Run 1, wires at chosen ports, followed through buffers:
Bar = 100 um.
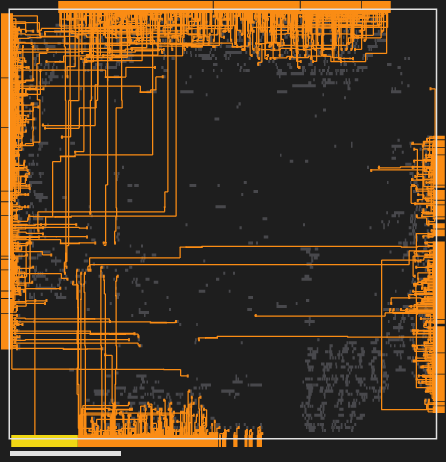
Run 1, sequential cells grouped by signal name:
Bar = 100 um. Other sequential cells in the stronger grey, the rest of the logic in the fainter grey.
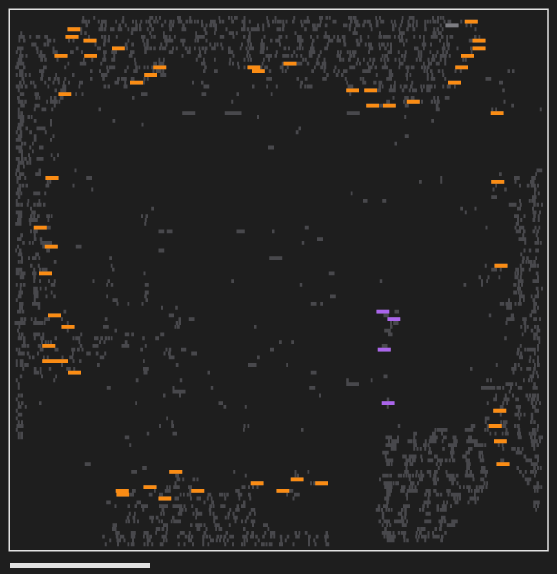
Run 1, M3 wires:
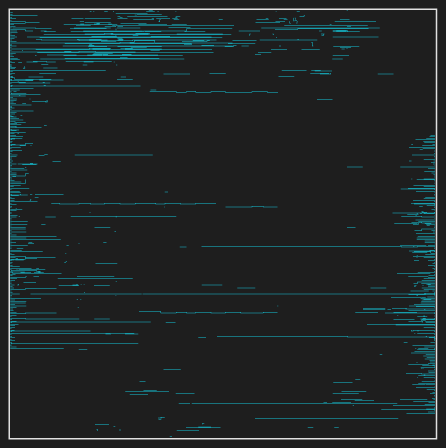
Run 1, routing congestion:
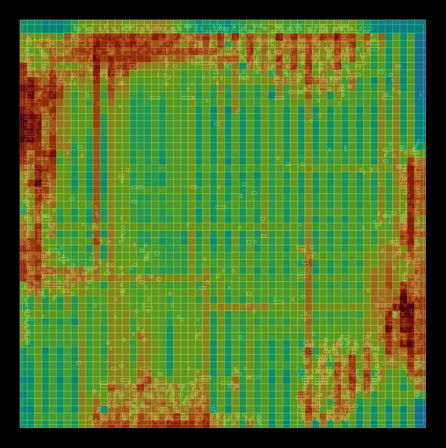
## src/rtl/gbus_pkg.sv

```systemverilog
// Shared widths, bus packet layout and arbiter state encoding for the global bus.
`default_nettype none

package gbus_pkg;

   localparam int BUS_DATA_WIDTH       = 32;
   localparam int BUS_CMEM_ADDR_WIDTH  = 13;
   localparam int BUS_CORE_ADDR_WIDTH  = 4;
   localparam int HEAD_SRAM_BIAS_WIDTH = 2;
   localparam int GBUS_ADDR_WIDTH      = HEAD_SRAM_BIAS_WIDTH + BUS_CORE_ADDR_WIDTH
                                         + BUS_CMEM_ADDR_WIDTH;
   localparam int GBUS_PKT_WIDTH       = BUS_DATA_WIDTH + GBUS_ADDR_WIDTH;

   typedef struct packed {
      logic [BUS_DATA_WIDTH-1:0]  wdata;
      logic [GBUS_ADDR_WIDTH-1:0] addr;
   } gbus_pkt_t;

   typedef enum logic [0:0] {
      IDLE = 1'b0,
      HOLD = 1'b1
   } arb_state_e;

endpackage

`default_nettype wire

```

## src/rtl/gbus_rr_pick.sv

```systemverilog
// Combinational rotating priority encoder: first set request at or after start_i, modulo N.
`default_nettype none

module gbus_rr_pick #(
   parameter int N     = 16,
   parameter int IDX_W = $clog2(N)
) (
   input  logic [N-1:0]     req_i,
   input  logic [IDX_W-1:0] start_i,
   output logic [N-1:0]     gnt_o,
   output logic [IDX_W-1:0] idx_o,
   output logic             vld_o
);

   always_comb begin
      int j;
      logic [IDX_W-1:0] j_idx;
      j      = 0;
      j_idx  = '0;
      idx_o  = '0;
      vld_o  = 1'b0;
      // Walk offsets from farthest to nearest so the nearest requester wins last.
      for (int i = N - 1; i >= 0; i--) begin
         j = int'(start_i) + i;
         if (j >= N) begin
            j = j - N;
         end
         j_idx = IDX_W'(j);
         if (req_i[j_idx]) begin
            vld_o = 1'b1;
            idx_o = j_idx;
         end
      end
   end

   always_comb begin
      gnt_o = '0;
      if (vld_o) begin
         gnt_o[idx_o] = 1'b1;
      end
   end

endmodule

`default_nettype wire

```

## src/rtl/gbus_wrr_arbiter.sv

```systemverilog
// Weighted round-robin arbiter driving one registered packet per cycle onto the global bus.
// Weighted bursts are enabled by defining GBUS_ARB_WEIGHT_EN; otherwise plain one-beat round robin.
`default_nettype none

module gbus_wrr_arbiter
   import gbus_pkg::*;
#(
   parameter int REQ_NUM      = 16,
   parameter int PKT_WIDTH    = GBUS_PKT_WIDTH,
   parameter int WEIGHT_WIDTH = 4
) (
   input  logic                            clk,
   input  logic                            rst_n,
   input  logic [REQ_NUM-1:0]              req_array,
   input  logic [REQ_NUM*PKT_WIDTH-1:0]    in_pkt_array,
   input  logic [REQ_NUM*WEIGHT_WIDTH-1:0] cfg_weight_array,
   output logic [REQ_NUM-1:0]              grant_array,
   output logic [PKT_WIDTH-1:0]            bus_packet,
   output logic                            bus_packet_vld,
   output logic                            arb_busy
);

   localparam int IDX_W = $clog2(REQ_NUM);

   arb_state_e              state_q, state_d;
   logic [IDX_W-1:0]        rr_ptr_q, rr_ptr_d;
   logic [IDX_W-1:0]        owner_q, owner_d;
   logic [WEIGHT_WIDTH-1:0] burst_left_q, burst_left_d;

   logic [PKT_WIDTH-1:0]    bus_packet_q;
   logic                    bus_packet_vld_q;

   logic [REQ_NUM-1:0]      pick_gnt;
   logic [IDX_W-1:0]        pick_idx;
   logic                    pick_vld;
   logic                    hold_ok;
   logic [WEIGHT_WIDTH-1:0] w_eff;
   logic [IDX_W-1:0]        gnt_idx;
   logic [PKT_WIDTH-1:0]    pkt_slice [REQ_NUM];

   for (genvar g = 0; g < REQ_NUM; g++) begin : g_pkt_unpack
      assign pkt_slice[g] = in_pkt_array[g*PKT_WIDTH +: PKT_WIDTH];
   end

`ifdef GBUS_ARB_WEIGHT_EN
   logic [WEIGHT_WIDTH-1:0] weight [REQ_NUM];

   for (genvar g = 0; g < REQ_NUM; g++) begin : g_weight_unpack
      assign weight[g] = cfg_weight_array[g*WEIGHT_WIDTH +: WEIGHT_WIDTH];
   end

   // A zero weight still grants one beat per turn.
   assign w_eff = (weight[pick_idx] == '0) ? WEIGHT_WIDTH'(1) : weight[pick_idx];
`else
   logic unused_cfg_weight;
   assign unused_cfg_weight = ^cfg_weight_array;
   assign w_eff             = WEIGHT_WIDTH'(1);
`endif

   gbus_rr_pick #(
      .N     (REQ_NUM),
      .IDX_W (IDX_W)
   ) u_rr_pick (
      .req_i   (req_array),
      .start_i (rr_ptr_q),
      .gnt_o   (pick_gnt),
      .idx_o   (pick_idx),
      .vld_o   (pick_vld)
   );

   assign hold_ok = (state_q == HOLD) && req_array[owner_q];

   always_ff @(posedge clk or negedge rst_n) begin
      if (!rst_n) begin
         state_q      <= IDLE;
         rr_ptr_q     <= '0;
         owner_q      <= '0;
         burst_left_q <= '0;
      end else begin
         state_q      <= state_d;
         rr_ptr_q     <= rr_ptr_d;
         owner_q      <= owner_d;
         burst_left_q <= burst_left_d;
      end
   end

   always_comb begin
      state_d      = state_q;
      rr_ptr_d     = rr_ptr_q;
      owner_d      = owner_q;
      burst_left_d = burst_left_q;
      if (hold_ok) begin
         burst_left_d = burst_left_q - WEIGHT_WIDTH'(1);
         if (burst_left_q == WEIGHT_WIDTH'(1)) begin
            state_d = IDLE;
         end
      end else if (pick_vld) begin
         // Fresh turn: also taken in the same cycle a burst owner drops its request.
         rr_ptr_d = (pick_idx == IDX_W'(REQ_NUM - 1)) ? '0 : pick_idx + IDX_W'(1);
         if (w_eff > WEIGHT_WIDTH'(1)) begin
            state_d      = HOLD;
            owner_d      = pick_idx;
            burst_left_d = w_eff - WEIGHT_WIDTH'(1);
         end else begin
            state_d = IDLE;
         end
      end else begin
         state_d = IDLE;
      end
   end

   always_comb begin
      grant_array = '0;
      gnt_idx     = pick_idx;
      if (hold_ok) begin
         grant_array[owner_q] = 1'b1;
         gnt_idx              = owner_q;
      end else begin
         grant_array = pick_gnt;
      end
   end

   always_ff @(posedge clk or negedge rst_n) begin
      if (!rst_n) begin
         bus_packet_q     <= '0;
         bus_packet_vld_q <= 1'b0;
      end else begin
         bus_packet_vld_q <= |grant_array;
         if (|grant_array) begin
            bus_packet_q <= pkt_slice[gnt_idx];
         end
      end
   end

   assign bus_packet     = bus_packet_q;
   assign bus_packet_vld = bus_packet_vld_q;
   assign arb_busy       = (state_q == HOLD);

endmodule

`default_nettype wire

```

## config.mk

```make
export PLATFORM = sky130hd
export DESIGN_NAME = gbus_wrr_arbiter
export DESIGN_NICKNAME = d
export VERILOG_FILES = /design/src/rtl/gbus_pkg.sv /design/src/rtl/gbus_rr_pick.sv /design/src/rtl/gbus_wrr_arbiter.sv
export SDC_FILE = /design/constraint.sdc
export NUM_CORES = 1
export LEC_CHECK = 0
export ABC_AREA = 1
export CAP_MARGIN = 20
export CORE_AREA = 2 2 381 383
export DETAILED_ROUTE_END_ITERATION = 10
export DIE_AREA = 0 0 383 385
export DONT_BUFFER_PORTS = 1
export GPL_ROUTABILITY_DRIVEN = 0
export GPL_TIMING_DRIVEN = 0
export PLACE_DENSITY = 0.3
export SLEW_MARGIN = 25
export SYNTH_ARGS = -nofsm -noshare
export SYNTH_HDL_FRONTEND = slang
export SYNTH_HIERARCHICAL = 1
export SYNTH_SLANG_ARGS = --single-unit
```

## constraint.sdc

```tcl
create_clock -name clk -period 7.8 [get_ports clk]
set_input_delay 1.56 -clock clk [delete_from_list [all_inputs] [get_ports clk]]
set_output_delay 1.56 -clock clk [all_outputs]
set_load 0.02 [all_outputs]
```

==> summary.txt, run 1 <==
Implementation status.

- The number of flops mapped to enable cells by yosys is 0.
- The average instance area after synthesis is 4.83 um2.
- The root buffer cell is clkbuf_16.
- The pre-placement core utilization is 8.69%.
- The final-report setup violation count is 0.
- The cell area after layout is 15100 um2.
- The simple-gate portion of the synthesized area is 72.2%.
- The worst path required time is 8080 ps.
- The flop count is 56.
- The worst reg-to-reg setup slack is 890 ps.
- The launch point of the worst min-delay path is recorded as rr_ptr_q[3].
- The TritonCTS clock tree is yes.
- The worst setup path is launched from a flip-flop.
- In this build the clock could be raised as far as 145 MHz.
- The clock sink count is 56.
- The synthesis report lists the Yosys warning total as 6.
- The overall overflow remaining after global route is 0.
- The worst register-to-register path begins at rr_ptr_q[1].
- The detailed route wirelength on metal2 is 65800 um.
- After layout, the worst path uses 88.6% of the clock period.
- Setup repair after global routing left no endpoint under its margin.
- The synthesized netlist devotes 2.15% of its cell area to compound gates.
- For reference, the top cells by area after synthesis are nand2_1, nand3_1, dfrtp_1, buf_2, buf_6.
- The run finished with clean final reports.
- The initial antenna violation count is 67.
- The via count of the first global-routing pass is 17700.
- Yosys reports a chip area of 12400 um2.
- Summing the areas of all fa, ha and maj instances in the mapped netlist gives 0.805% of the synthesized area.
- In this run the full chip footprint comes out at 147000 um2.
- For reference, the mux area share after synthesis is 0.0906%.
- The placed wire-length estimate is 118000 um.
- Per the synthesis report, the XOR/XNOR share of the synthesized area is 0.694%.
- The instance count after placement with tap cells included is 4479.
- Clock-pin slew was measured on the worst setup and hold paths at 110 ps.
- Fill cells in the final layout number 17300.
- The layout report lists the clock-cell share of area as 0.888%.
- The top cell family by delay on the critical path is simple AND/OR/NAND/NOR gates.
- The synthesis run shows the most used standard cells to be nand2_1, nand3_1, inv_1.
- The quantity of hold-fixing buffers added after cts is 0.
- In the layout the commonest cells are nand2_1, nand3_1, buf_2, inv_1, dfrtp_1.
- The met3 wire length is 11700 um.
- The first global-routing pass estimated 175000 um of wire.
- The path class of the tightest hold or removal check is reg2reg.
- The area after detailed placement is 14900 um2.
- The number of tapcells is 1903.
- The worst setup slack after layout is 887 ps.
- At the worst endpoint, the arrival time is 7190 ps.
- The CTS report gives the tree buffer count as 5.
- The endpoint of the most critical register-to-register path is bus_packet[47].
- The y dimension of the die is 385 um.
- For this run, the detailed router's first-pass iteration total came to 5.
- Synthesis handed over a netlist of 2575 instances.
- In the post-synthesis netlist, the cell with the most instances is nand2_1.
- Counting along the longest clock path gives a buffer depth of 2.
- Using the TritonRoute via totals, the vias-per-cell ratio works out to 4.05.
- Measured against its own limit, the worst slew margin works out to 24.6%.
-- 'wires at chosen ports, followed through buffers' (at the start) --
yellow -> `cfg_weight_array`  # bits 64, direction input, edge bottom, end cells 0, buffers 0
orange -> `in_pkt_array`  # bits 816, direction input, edge 302 top, 211 left, 159 right, 144 bottom, end cells 816, buffers 0, wire 27.9 mm
number of buffers inserted by port buffering: 0
IO Count: 967

-- 'sequential cells grouped by signal name' (at the start) --
orange -> `bus_packet`  # sequential cells 51, where widely spread
purple -> `rr_ptr_q`  # sequential cells 4

-- 'M3 wires' (at the start) --
main direction = horizontal
longest straight run = 254 um
share of all routed wire = 8.2%
count of vias placed by the detailed router: 18300
met3 global-route usage: 5.85%
wirelength, routed: 142000 um

-- 'routing congestion' (at the start) --
utilization after layout: 10.5%
global route hottest layer: met2
global routing usage summed across all routing layers: 18.3%
global-route track usage on met1: 22.4%

[run 1: worst max-delay path by stage]
stage | from | end | cells after the start
after CTS | rr_ptr_q[1] | bus_packet[44] | 35
final | rr_ptr_q[1] | bus_packet[47] | 33
after global placement | rr_ptr_q[1] | bus_packet[46] | 35
after floorplan | req_array[13] | grant_array[15] | 25
after global routing | rr_ptr_q[1] | bus_packet[40] | 37
after detailed placement | rr_ptr_q[1] | bus_packet[47] | 35
[run 1: sequential cells by signal, indices dropped and copies added (netlist names)]
name / count
bus_packet_vld: 1
rr_ptr_q: 4
bus_packet: 51
[run 1: worst min-delay path, cell delays in order, from the launching register on]
cell and delay [ps]:
dfrtp_1 420, inv_1 60, o22ai_1 70
==> run 2: changes to the inputs <==
CORE_AREA = 2 2 371 373   (was 2 2 381 383)
CTS_CLUSTER_DIAMETER = 30   (was not set)
DIE_AREA = 0 0 373 375   (was 0 0 383 385)
clock period = 5.95 ns   (was 7.8 ns; I/O delays follow)
Run 2, sequential cells grouped by signal name:
Bar = 100 um. Other sequential cells in the stronger grey, the rest of the logic in the fainter grey.
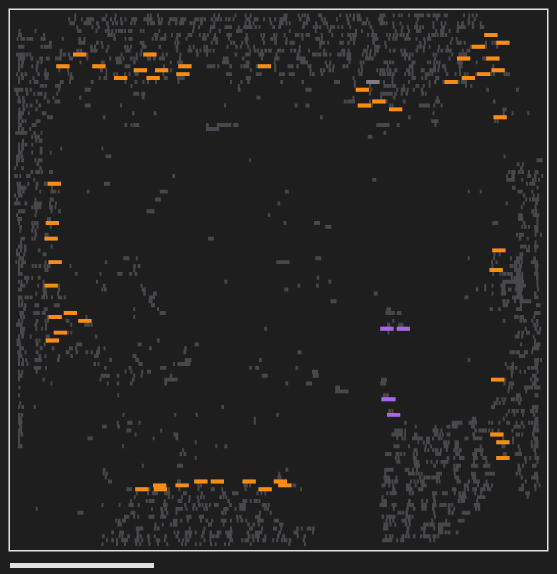
orange -> `bus_packet`  # sequential cells 51, where widely spread
purple -> `rr_ptr_q`  # sequential cells 4
not coloured = 1

==> run 2 against run 1 <==
Clock skew up 1.0 ps. Sequential share of layout area down 0.070 points. Flip-flop count unchanged. Fmax up 24%. First-iteration DRC count up 23%. Synthesized cell count unchanged. Register-to-register slack worse by 530 ps.
==> summary.txt, run 2 <==
Implementation status.

- The flop count is 56 (unchanged).
- The total wire length is 136000 um (-3.7%).
- TritonCTS built the clock tree.
- The root buffer cell is clkbuf_16.
- By startpoint and endpoint, the worst setup path is classified as reg2reg.
- The chip area estimate from yosys synthesis is 12400 um2 (unchanged).
- The number of flip-flops under the largest register name came to 51 (unchanged).
- TritonRoute reported its final design rule violation total as 0.
- The worst reg-to-reg setup slack is 360 ps (-530 ps).
- The via count of the first global-routing pass is 17800 (+1.1%).
- The initial antenna violation count is 65 (-3.0%).
- The tightest min-delay check is of the in2async type.
- The worst endpoint data arrival time is 5920 ps (-1270 ps).
- The startpoint of the worst register-to-register path is rr_ptr_q[1].
- The largest cell class by area is logic gates.
- The number of fill cells in the layout was 16500 (-4.8%).
- The portion of the layout cell area used by clock cells is 0.947% (+0.058 points).
- The flow ran to the end, and the final reports show no timing, DRC or antenna violations.
- The final critical-path share of the clock period is 94.0% (+5.4 points).
- The total clock buffers created by CTS was 5 (unchanged).
- After synthesis the cells add up to 12400 um2.
- The capture point of the worst register-to-register path is recorded as bus_packet[32].
- The number of flops mapped to enable cells by yosys is 0 (unchanged).
- In this run the most used layer during global routing was met2.
- The via count came to 18300 (+0.20%).
- The biggest cell delay along the critical path is 480 ps.
- The global-route met3 utilization was 4.82% (-1.0 points).
- The core region is 136000 um2.
- The clock sink count is 56 (unchanged).
- The met3 wire length was 10700 um (-7.9%).
- At the later pin of the worst-skew pair, clock insertion delay measures 380 ps.
- The instance count of the mapped netlist is 2575 (unchanged).
- The worst path required time is 6280 ps (-1800 ps).
- The cell area after layout came to 15200 um2 (+0.85%).
- The y dimension of the die is 375 um (-2.6%).
- The commonest cells after synthesis are nand2_1, nand3_1, inv_1.
- The detailed-router iteration count before antenna repair is 5 (unchanged).
- The overall overflow remaining after global route is 0 (unchanged).
- The number of tapcells was 1794 (-5.7%).
- The relative slew slack came to 40.6% (+16 points).
- The worst setup slack after layout is 356 ps (-530 ps).
- The instance count after placement with tap cells included was 4370 (-2.4%).
- The tally of yosys warning messages is 6 (unchanged).
- The total stage count of the critical path is 38 (+15%).
- The area after detailed placement came to 14700 um2 (-0.93%).
- The netlist uses 36 different library cells.
- The global router's overall resource usage was 18.6% (+0.27 points).
- Yosys attributes the largest share of cell area to nand2_1, nand3_1, dfrtp_1, buf_2, buf_6.
- The clock transition at the registers of the reported paths is 110 ps (about the same).
- The die footprint is 140000 um2 (-5.1%).
- The placed wire-length estimate is 113000 um (-4.2%).
- The highest attainable clock frequency is 179 MHz (+24%).
- The met1 routing resource usage after global routing is 22.8% (+0.43 points).
- The average instance area after synthesis is 4.83 um2 (unchanged).
- For met2 alone, demand over resource in global routing was 31.0%.
- The post-layout utilization of the core is 11.2% (+0.62 points).
- The top cell family by delay on the critical path is simple AND/OR/NAND/NOR gates.
- The H-tree level count is 2.
- The kind of start point of the critical path is a flip-flop.
- The launching instance or port of the critical path is rr_ptr_q[1].
- The cell with the most instances after synthesis is nand2_1.
- The destination of the critical timing path is bus_packet[32].
- The pre-placement core utilization is 9.12% (+0.44 points).
- The maximum buffer depth of the clock tree came to 2 (unchanged).
- The via density per instance came to 4.16 (+2.7%).
- The number of pins exceeding their max-slew limit in the final report is 0.
- The detailed router used layers up to and including met5.
- The detailed route wirelength on metal2 was 63900 um (-2.9%).
- The wire length of the first global-routing pass is 172000 um (-2.0%).
- Setup repair after global routing could not meet its margin everywhere.
- The most common logic cells in the final layout are nand2_1, nand3_1, inv_1, buf_2, dfrtp_1.
- Summing all multi-input logic gate instances after layout gives 9550 um2.
- The I/O pin count is 967 (unchanged).
- The count of port buffers added during placement is 0 (unchanged).
- The final-report setup violation count is 0 (unchanged).
- In the final layout, excluding clock inverters the inverter count is 110.
- The quantity of hold-fixing buffers added after cts is 0 (unchanged).
Run 2, a small window of the routed layout:
Bar = 10 um. Region (81, 81) to (106, 106) um. Cells in grey, sequential cells in the stronger grey; small squares are vias.
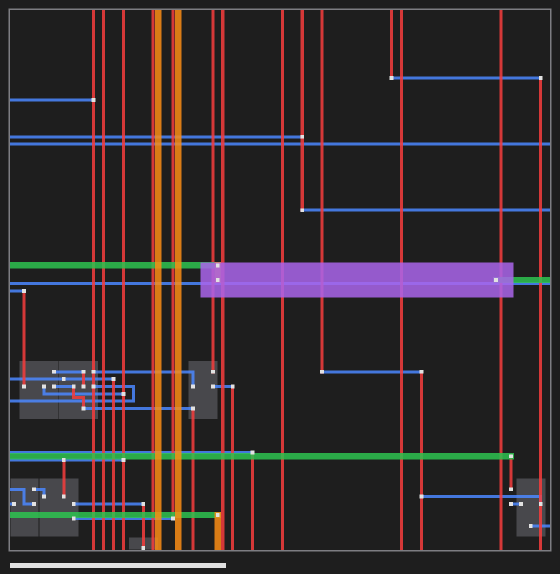
green -> met3
purple -> met5
orange -> met4
blue -> met1
red -> met2
sequential cells in the window = 0
most frequent = nand2_1 (3), nand3_1 (3)
cells with their middle in the window = 6

-- run 2: netlist changes by cell type in the layout (fill, tap and decap cells not counted), moves of 7 or more --
cell	delta
clkbuf_1	-8
nor2_2	+9
nor2_1	-16
buf_4	+9
buf_2	-18
clkbuf_2	+7
nor2_4	+7
-- run 2: kinds of logic (layout without fill, tap and decap cells) --
group                    after synthesis  in the layout  synth area share, %
AND/OR/NAND/NOR                     2153           2153                 72.2
XOR/XNOR                               9              9                0.694
other                                  1             27               0.0302
buffers and inverters                300            312                 12.8
flip-flops                            56             56                 11.3
multiplexers                           1              1               0.0906
adder cells (fa/ha/maj)                8              8                0.805
AND-OR/OR-AND                         47             47                 2.15
